===== config.mk =====
export PLATFORM = sky130hd
export DESIGN_NAME = reg_file_arbiter
export DESIGN_NICKNAME = d
export VERILOG_FILES = /design/src/rtl/reg_file_arbiter.sv
export SDC_FILE = /design/constraint.sdc
export NUM_CORES = 1
export LEC_CHECK = 0
export CAP_MARGIN = 10
export CORE_MARGIN = 3
export CORE_UTILIZATION = 37
export CTS_CLUSTER_SIZE = 16
export DETAILED_ROUTE_END_ITERATION = 12
export GPL_ROUTABILITY_DRIVEN = 0
export GPL_TIMING_DRIVEN = 0
export HOLD_SLACK_MARGIN = 0.08
export PLACE_DENSITY = 0.75
export SYNTH_ARGS = -nofsm -noshare
export SYNTH_HDL_FRONTEND = slang
export SYNTH_SLANG_ARGS = --single-unit

===== constraint.sdc =====
create_clock -name clock -period 1.9 [get_ports clock]
set_input_delay 0.475 -clock clock [delete_from_list [all_inputs] [get_ports clock]]
set_output_delay 0.475 -clock clock [all_outputs]
set_load 0.1 [all_outputs]

===== src/rtl/reg_file_arbiter.sv =====
// Two-port arbiter/sequencer for the PIC register file (addresses RF_BASE..2^ADDR_W-1).
// Define REGARB_ROUND_ROBIN_EN for round-robin arbitration; default is fixed priority (A over B).
module reg_file_arbiter #(
   parameter int ADDR_W  = 5,
   parameter int DATA_W  = 8,
   parameter int RF_BASE = 8
) (
   input  logic              clock,
   input  logic              reset_n,
   input  logic              req_a,
   input  logic              we_a,
   input  logic [ADDR_W-1:0] addr_a,
   input  logic [DATA_W-1:0] wdata_a,
   output logic              gnt_a,
   output logic              done_a,
   input  logic              req_b,
   input  logic              we_b,
   input  logic [ADDR_W-1:0] addr_b,
   input  logic [DATA_W-1:0] wdata_b,
   output logic              gnt_b,
   output logic              done_b,
   output logic [DATA_W-1:0] rdata,
   output logic              err,
   output logic              rf_write_en,
   output logic              rf_out_en,
   output logic [ADDR_W-1:0] rf_address,
   output logic [DATA_W-1:0] rf_data_in,
   input  logic [DATA_W-1:0] rf_data_out
);

   localparam logic [ADDR_W-1:0] BASE = ADDR_W'(RF_BASE);

   typedef enum logic [1:0] {
      IDLE   = 2'd0,
      ACCESS = 2'd1,
      RESP   = 2'd2
   } state_t;

   state_t state;
   logic   owner_b;
   logic   bad_addr;
   logic   prio_b;
   logic   win_a;
   logic   win_b;
   logic   xfer_a;
   logic   xfer_b;

   logic              sel_we;
   logic [ADDR_W-1:0] sel_addr;
   logic [DATA_W-1:0] sel_wdata;
   logic              sel_bad;

`ifdef REGARB_ROUND_ROBIN_EN
   // prio_b set means A was granted last, so B wins the next tie
   always_ff @(posedge clock or negedge reset_n) begin
      if (!reset_n)
         prio_b <= 1'b0;
      else if (xfer_a)
         prio_b <= 1'b1;
      else if (xfer_b)
         prio_b <= 1'b0;
   end
`else
   assign prio_b = 1'b0;
`endif

   assign win_a = req_a && (!req_b || !prio_b);
   assign win_b = req_b && (!req_a ||  prio_b);

   // Grants are combinational but forced low while reset is asserted
   assign gnt_a  = reset_n && (state == IDLE) && win_a;
   assign gnt_b  = reset_n && (state == IDLE) && win_b;
   assign xfer_a = req_a && gnt_a;
   assign xfer_b = req_b && gnt_b;

   always_comb begin
      sel_we    = we_a;
      sel_addr  = addr_a;
      sel_wdata = wdata_a;
      if (xfer_b) begin
         sel_we    = we_b;
         sel_addr  = addr_b;
         sel_wdata = wdata_b;
      end
      sel_bad = (sel_addr < BASE);
   end

   // The rf_* output registers double as the latched transaction
   always_ff @(posedge clock or negedge reset_n) begin
      if (!reset_n) begin
         state       <= IDLE;
         owner_b     <= 1'b0;
         bad_addr    <= 1'b0;
         done_a      <= 1'b0;
         done_b      <= 1'b0;
         rdata       <= '0;
         err         <= 1'b0;
         rf_write_en <= 1'b0;
         rf_out_en   <= 1'b0;
         rf_address  <= '0;
         rf_data_in  <= '0;
      end else begin
         case (state)
            IDLE: begin
               if (xfer_a || xfer_b) begin
                  state       <= ACCESS;
                  owner_b     <= xfer_b;
                  bad_addr    <= sel_bad;
                  rf_write_en <= sel_we && !sel_bad;
                  rf_out_en   <= !sel_we && !sel_bad;
                  rf_address  <= sel_bad ? '0 : sel_addr;
                  rf_data_in  <= (sel_we && !sel_bad) ? sel_wdata : '0;
               end
            end
            ACCESS: begin
               state       <= RESP;
               rdata       <= rf_out_en ? rf_data_out : '0;
               err         <= bad_addr;
               done_a      <= !owner_b;
               done_b      <= owner_b;
               rf_write_en <= 1'b0;
               rf_out_en   <= 1'b0;
               rf_address  <= '0;
               rf_data_in  <= '0;
            end
            RESP: begin
               state  <= IDLE;
               done_a <= 1'b0;
               done_b <= 1'b0;
               rdata  <= '0;
               err    <= 1'b0;
            end
            default: begin
               state <= IDLE;
            end
         endcase
      end
   end

endmodule


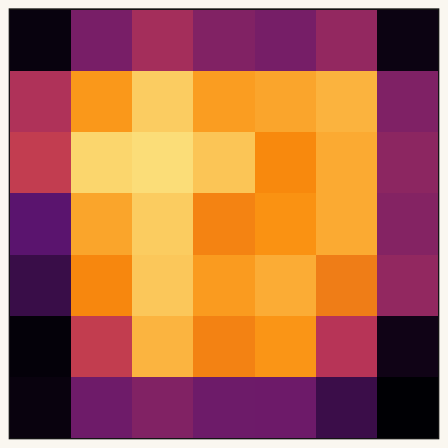
*Cell area per tile, run 1*
The die is cut into 7 by 7 equal tiles; black is low, pale yellow is high, 0 to 100% covered.
fullest tile	93%
densest ninth of the die	center
mean over tiles	53%
nearly empty tiles	4.1%
tiles over 75% full	37%

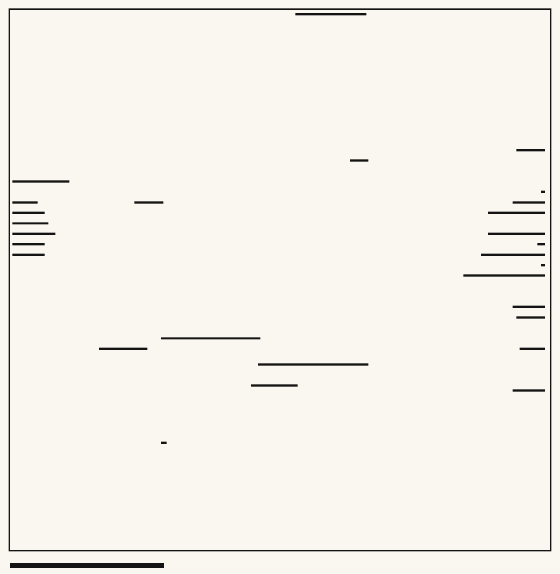
*Metal 3, run 1*
The bar under the picture is 20 um long.
nets with wire on the layer	23
wire length on this layer	140 um
main direction	horizontal
share of all routed wire	3.2%

==> flow_summary.yaml, run 1 <==
# generated from flow reports
worst_setup_path:
  crit_fanout: 2
  critPathSlowestCell: "dfrtp_1"
  critPathMaxStageDelay_ns: 0.39
  crit_required_ns: 1.42
  cp_data_arrival_time_ns: 1.50
  cp_top_family: "buffers and inverters"
  startpoint: "state[1]"
sta:
  finalCriticalPeriod_ns: 1.979
  max_slew.worst_pin.slew_ns: 0.7032
  setup_viol: 1
  fmax_mhz: 505.2
  period_used_pct: 104.2
  timing.final.ws_setup_ns: -0.07930
cts:
  cts_made_buffers: 5
  clock_sinks: 30
yosys:
  ys.warnings.count: 0
  ys_types: 25
  synthTopCellsByCount: "dfrtp_1, inv_1, mux2i_1, o22ai_1, nand2_1"
  synth_flops: 30
  synthXorXnorAreaFrac_pct: 0
  fp_nets: 190
  ys_sh_aoi_pct: 15.81
  synth_area_sq_um: 1528
  yosysCellCount: 146
  async_flop_share_pct: 100.0
  flop_cell: "dfrtp_1"
  ys_chip_area_sq_um: 1528
floorplanning:
  num_rows: 22
  die_y_um: 70.26
  chipWidth_um: 70.26
place:
  place_hpwl_mm: 2.882
global_route:
  grt_overflow: 0
  grt_pass1_wl_mm: 6.934
  top_usage_layer: "met2"
  use_met2_pct: 29.52
flow_run:
  cap_violations: 0
drt:
  vias_per_cell: 4.940
  drt_iter0_drc: 46
  num_vias: 1388
  drt-total-wl_mm: 4.317
layout:
  filler_cell_count: 286
  diodes: 0
  layout-area-overhead-vs-synth_pct: 74.12
  drive_above_1_share_pct: 30.90
hold_path:
  hold_path_class: "in -> async"
pwr:
  cellPowerDensity_nw_per_um2: 1822
  power_mw: 4.846
status:
  failed_checks: "negative setup slack"
  status: "finished, violations left"
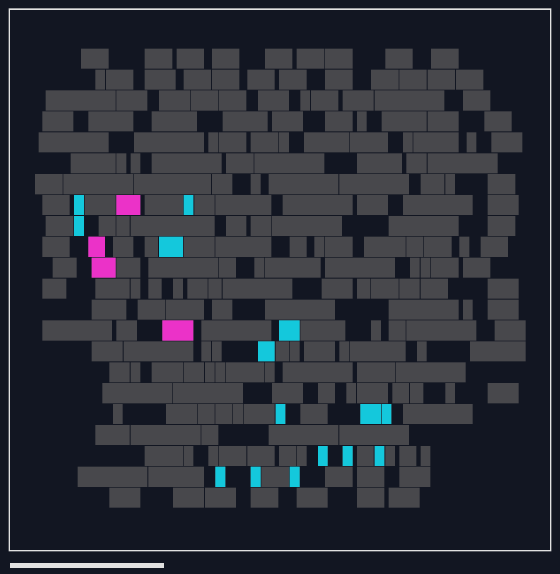
*Logic cells by family, run 1*
The bar under the picture is 20 um long.
family	color	cells
AND and OR gates	magenta	4
NAND gates	cyan	15

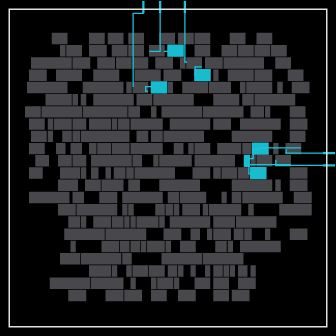
*Port wiring, run 1*
port	color	bits	direction	end cells	buffers	wire
addr_b	cyan	5	input	6	5	97.7 um
input/output buffers: 67
I/O pin count: 68

[run 1: how the worst max path moves through the flow]
stage	endpoint	slack [ns]	depth (start not counted)
2_1_floorplan	gnt_b	-0.06	6
3_3_place_gp	gnt_b	-2.38	6
3_5_place_dp	gnt_b	-1.42	6
4_1_cts	gnt_b	-0.06	7
5_1_grt	gnt_b	-0.13	7
6_report	gnt_b	-0.08	7
[run 1: cell type report]
class / instances / area [sq um] / area share (%)
clock inverters: 1 / 30.03 / 1.129
clock buffers: 7 / 76.32 / 2.869
plain buffers: 7 / 70.07 / 2.634
flip-flops and latches: 30 / 750.7 / 28.22
inverters: 30 / 116.4 / 4.374
multi-input cells: 79 / 701.9 / 26.39
well taps: 48 / 60.06 / 2.258
repair buffers: 79 / 854.6 / 32.13
[run 1: what timing repair did]
item | 4_1_cts | 5_1_grt
pin swaps | 1 | 3
setup buffers | 7 | 3
hold buffers | 1 | 0
setup endpoints to repair | 39 | 14
hold endpoints to repair | 30 | 0
cloned | 0 | 1
gates resized | 108 | 16
[run 1: state kept, by name, indices dropped and copies added (netlist names)]
signal,cells
rf_address,5
err,1
rf_out_en,1
done_a,1
owner_b,1
bad_addr,1
state,2
rf_write_en,1
rdata,8
done_b,1
rf_data_in,8
[run 1: where the power goes]
part / internal, mW / leakage [nW] / switching [mW]
registers: 0.885 / 0.401 / 0.134
clock network: 0.392 / 0.0524 / 0.235
logic: 0.900 / 0.735 / 2.30
total: 2.18 / 1.19 / 2.67
[run 1: kinds of logic (layout without fill, tap and decap cells)]
family / count (synthesis) / in the layout
AND/OR/NAND/NOR: 25 / 25
multiplexers: 19 / 19
adder cells (fa/ha/maj): 4 / 4
AND-OR/OR-AND: 31 / 31
buffers and inverters: 37 / 124
flip-flops: 30 / 30
[run 1: placed cells by master (no fill, tap or decap), types with 6 or more instances in the layout]
master           count
o32ai_2              9
clkdlybuf4s15_2     26
inv_1               27
mux2i_1             14
nand2_1             11
o22ai_1             12
dfrtp_1             30
buf_12               6
buf_4               10
clkdlybuf4s50_1     36
[run 1: metrics by stage]
step,util (%),hold slack (ns),setup WS (ns)
final,69.52,0.1204,-0.07930
after floorplan,-,0.1794,-0.06209
after global routing,69.52,0.1293,-0.1299
after CTS,66.55,0.1202,-0.06107
after detailed placement,59.19,0.4983,-1.420
after global placement,59.32,0.4927,-2.384
[run 1: per-layer routing]
| layer | up-vias | part of all wire [%] |
|---|---|---|
| met1 | 683 | 42 |
| met5 | - | 0 |
| met3 | 7 | 3.2 |
| met4 | 0 | 2.5 |
| met2 | 30 | 53 |
| li1 | 668 | - |
## Run 2: what changed since run 1
--- a/config.mk
+++ b/config.mk
@@ -7,13 +7,12 @@
 export LEC_CHECK = 0
 export CAP_MARGIN = 10
 export CORE_MARGIN = 3
-export CORE_UTILIZATION = 37
+export CORE_UTILIZATION = 25
 export CTS_CLUSTER_SIZE = 16
 export DETAILED_ROUTE_END_ITERATION = 12
 export GPL_ROUTABILITY_DRIVEN = 0
 export GPL_TIMING_DRIVEN = 0
 export HOLD_SLACK_MARGIN = 0.08
-export PLACE_DENSITY = 0.75
 export SYNTH_ARGS = -nofsm -noshare
 export SYNTH_HDL_FRONTEND = slang
 export SYNTH_SLANG_ARGS = --single-unit
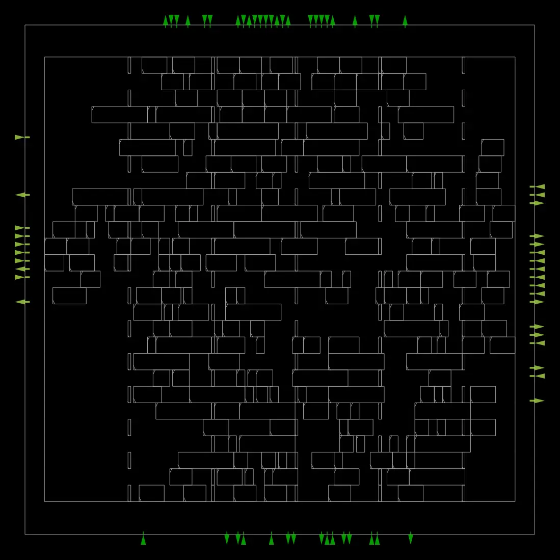
*Cell outlines without signal wires, run 2*
Util after Layout: 46.66%
CORE AREA: 5709 sq um
row cnt: 27

==> run 2 against run 1 <==
Against the previous run: the flow still finishes with violations (negative setup slack); area after synthesis unchanged; setup slack got worse by 0.029 ns; final cell count increased by 7.5%; die area rose by 44%; via count shrank 2.9%; first-iteration DRC count is 50% lower; sequential share of layout area about the same; synthesized cell count unchanged; largest cell class unchanged; register-to-register slack got worse by 0.03 ns.
==> flow_summary.yaml, run 2 <==
# generated from flow reports
drt:
  num_vias: 1348
  top_layer: "met4"
  route.met2.wl_mm: 2.086
  dr_wl_met3_um: 204
  drt_iter0_drc: 23
  wirelength_met1_mm: 1.911
  vias_per_cell: 4.464
  drt-total-wl_mm: 4.246
worst_setup_path:
  crit_path_end: "gnt_b"
  startpoint: "state[0]"
  crit_required_ns: 1.42
  crit_fanout: 3
place:
  post-place-ws_ns: -1.438
  port_buffers: 67
  place_hpwl_mm: 2.963
global_route:
  grt_overflow: 0
  grt_pass1_wl_mm: 6.837
flow_run:
  cap_violations: 0
sta:
  timing.final.ws_setup_ns: -0.1085
  finalCriticalPeriod_ns: 2.008
  hold_slack_ns: 0.5148
  setup_viol: 6
  fmax_mhz: 497.9
  max_slew.worst_pin.slew_ns: 0.9202
yosys:
  ys.warnings.count: 0
  ys_types: 25
  synthTopCellsByCount: "dfrtp_1, inv_1, mux2i_1, o22ai_1, nand2_1"
  flop_cell: "dfrtp_1"
  yosysCellCount: 146
  ys_chip_area_sq_um: 1528
  synth_flops: 30
  async_flop_share_pct: 100.0
  synth_area_sq_um: 1528
layout:
  drive_above_1_share_pct: 29.13
  final_common_cell: "clkdlybuf4s50_1"
  layout-area-overhead-vs-synth_pct: 74.36
  top_regs: "rdata (8), rf_data_in (8), rf_address (5)"
  mostFrequentLayoutCells: "clkdlybuf4s50_1, dfrtp_1, inv_1"
  diodes: 0
  filler_cell_count: 581
cts:
  clock_sinks: 30
  cts_made_buffers: 5
pwr:
  cellPowerDensity_nw_per_um2: 1773
floorplanning:
  chipWidth_um: 84.17
  die_y_um: 84.17
status:
  failed_checks: "negative setup slack"
  status: "finished, violations left"
hold_path:
  hold_path_class: "reg -> reg"
-- run 2: where the power goes --
group	leakage, nW	internal [mW]	switching [mW]	total [mW]
registers	0.401	0.884	0.136	1.02
clock network	0.0431	0.279	0.224	0.503
logic	0.715	0.907	2.29	3.20
-- run 2: area by class of cell --
cell class              instances  area, sq um  share of cell area (%)
flip-flops and latches         30        750.7                   28.18
multi-input cells              79        728.2                   27.34
well taps                      72        90.09                   3.382
clock buffers                   6        82.58                   3.100
repair buffers                 78        825.8                   31.00
inverters                      30        116.4                   4.368
plain buffers                   7        70.07                   2.630
-- run 2: how the worst min path moves through the flow --
stage,startpoint,endpoint,slack [ns],cells past startpoint
floorplan,reset_n,bad_addr,0.18,0
global placement,done_a,done_a,0.50,1
detailed placement,rf_data_in[3],rf_data_in[3],0.50,2
CTS,done_a,done_a,0.52,1
global route,done_a,done_a,0.53,1
finish,done_a,done_a,0.51,1
-- run 2: per-stage QoR --
step           cells  setup TNS, ns
3_5_place_dp     285         -12.42
3_3_place_gp     285         -44.61
4_1_cts          299        -0.5881
2_1_floorplan    146       -0.06209
5_1_grt          302         -1.004
6_report         302        -0.1574
-- run 2: kinds of logic (layout without fill, tap and decap cells) --
kind of cell	Yosys count	in the layout	share of synthesized area [%]
AND/OR/NAND/NOR	25	25	8.519
multiplexers	19	19	13.02
AND-OR/OR-AND	31	31	15.81
adder cells (fa/ha/maj)	4	4	3.276
buffers and inverters	37	121	10.24
flip-flops	30	30	49.14
-- run 2: repair_timing --
item / CTS / global route
pin swaps: 1 / 2
setup buffers: 6 / 2
endpoints found under the setup margin: 43 / 14
gates cloned: 0 / 1
gates resized: 107 / 15
hold endpoints to repair: 12 / 0
hold buffers: 2 / 0
-- run 2: critical path, cell delays in order (launching register included) --
cell and delay [ns]:
dfrtp_1 0.39, inv_2 0.09, ha_4 0.14, nand4b_1 0.13
buf_6 0.15, buf_12 0.11, clkinvlp_4 0.07, buf_12 0.17
-- run 2: routing by layer --
layer,global-route usage (%),vias to the layer above
met2,20.95,33
met4,3.070,0
met1,14.56,638
met3,3.827,6
li1,-,671
met5,0,-
Power and IR drop assume default switching activity.
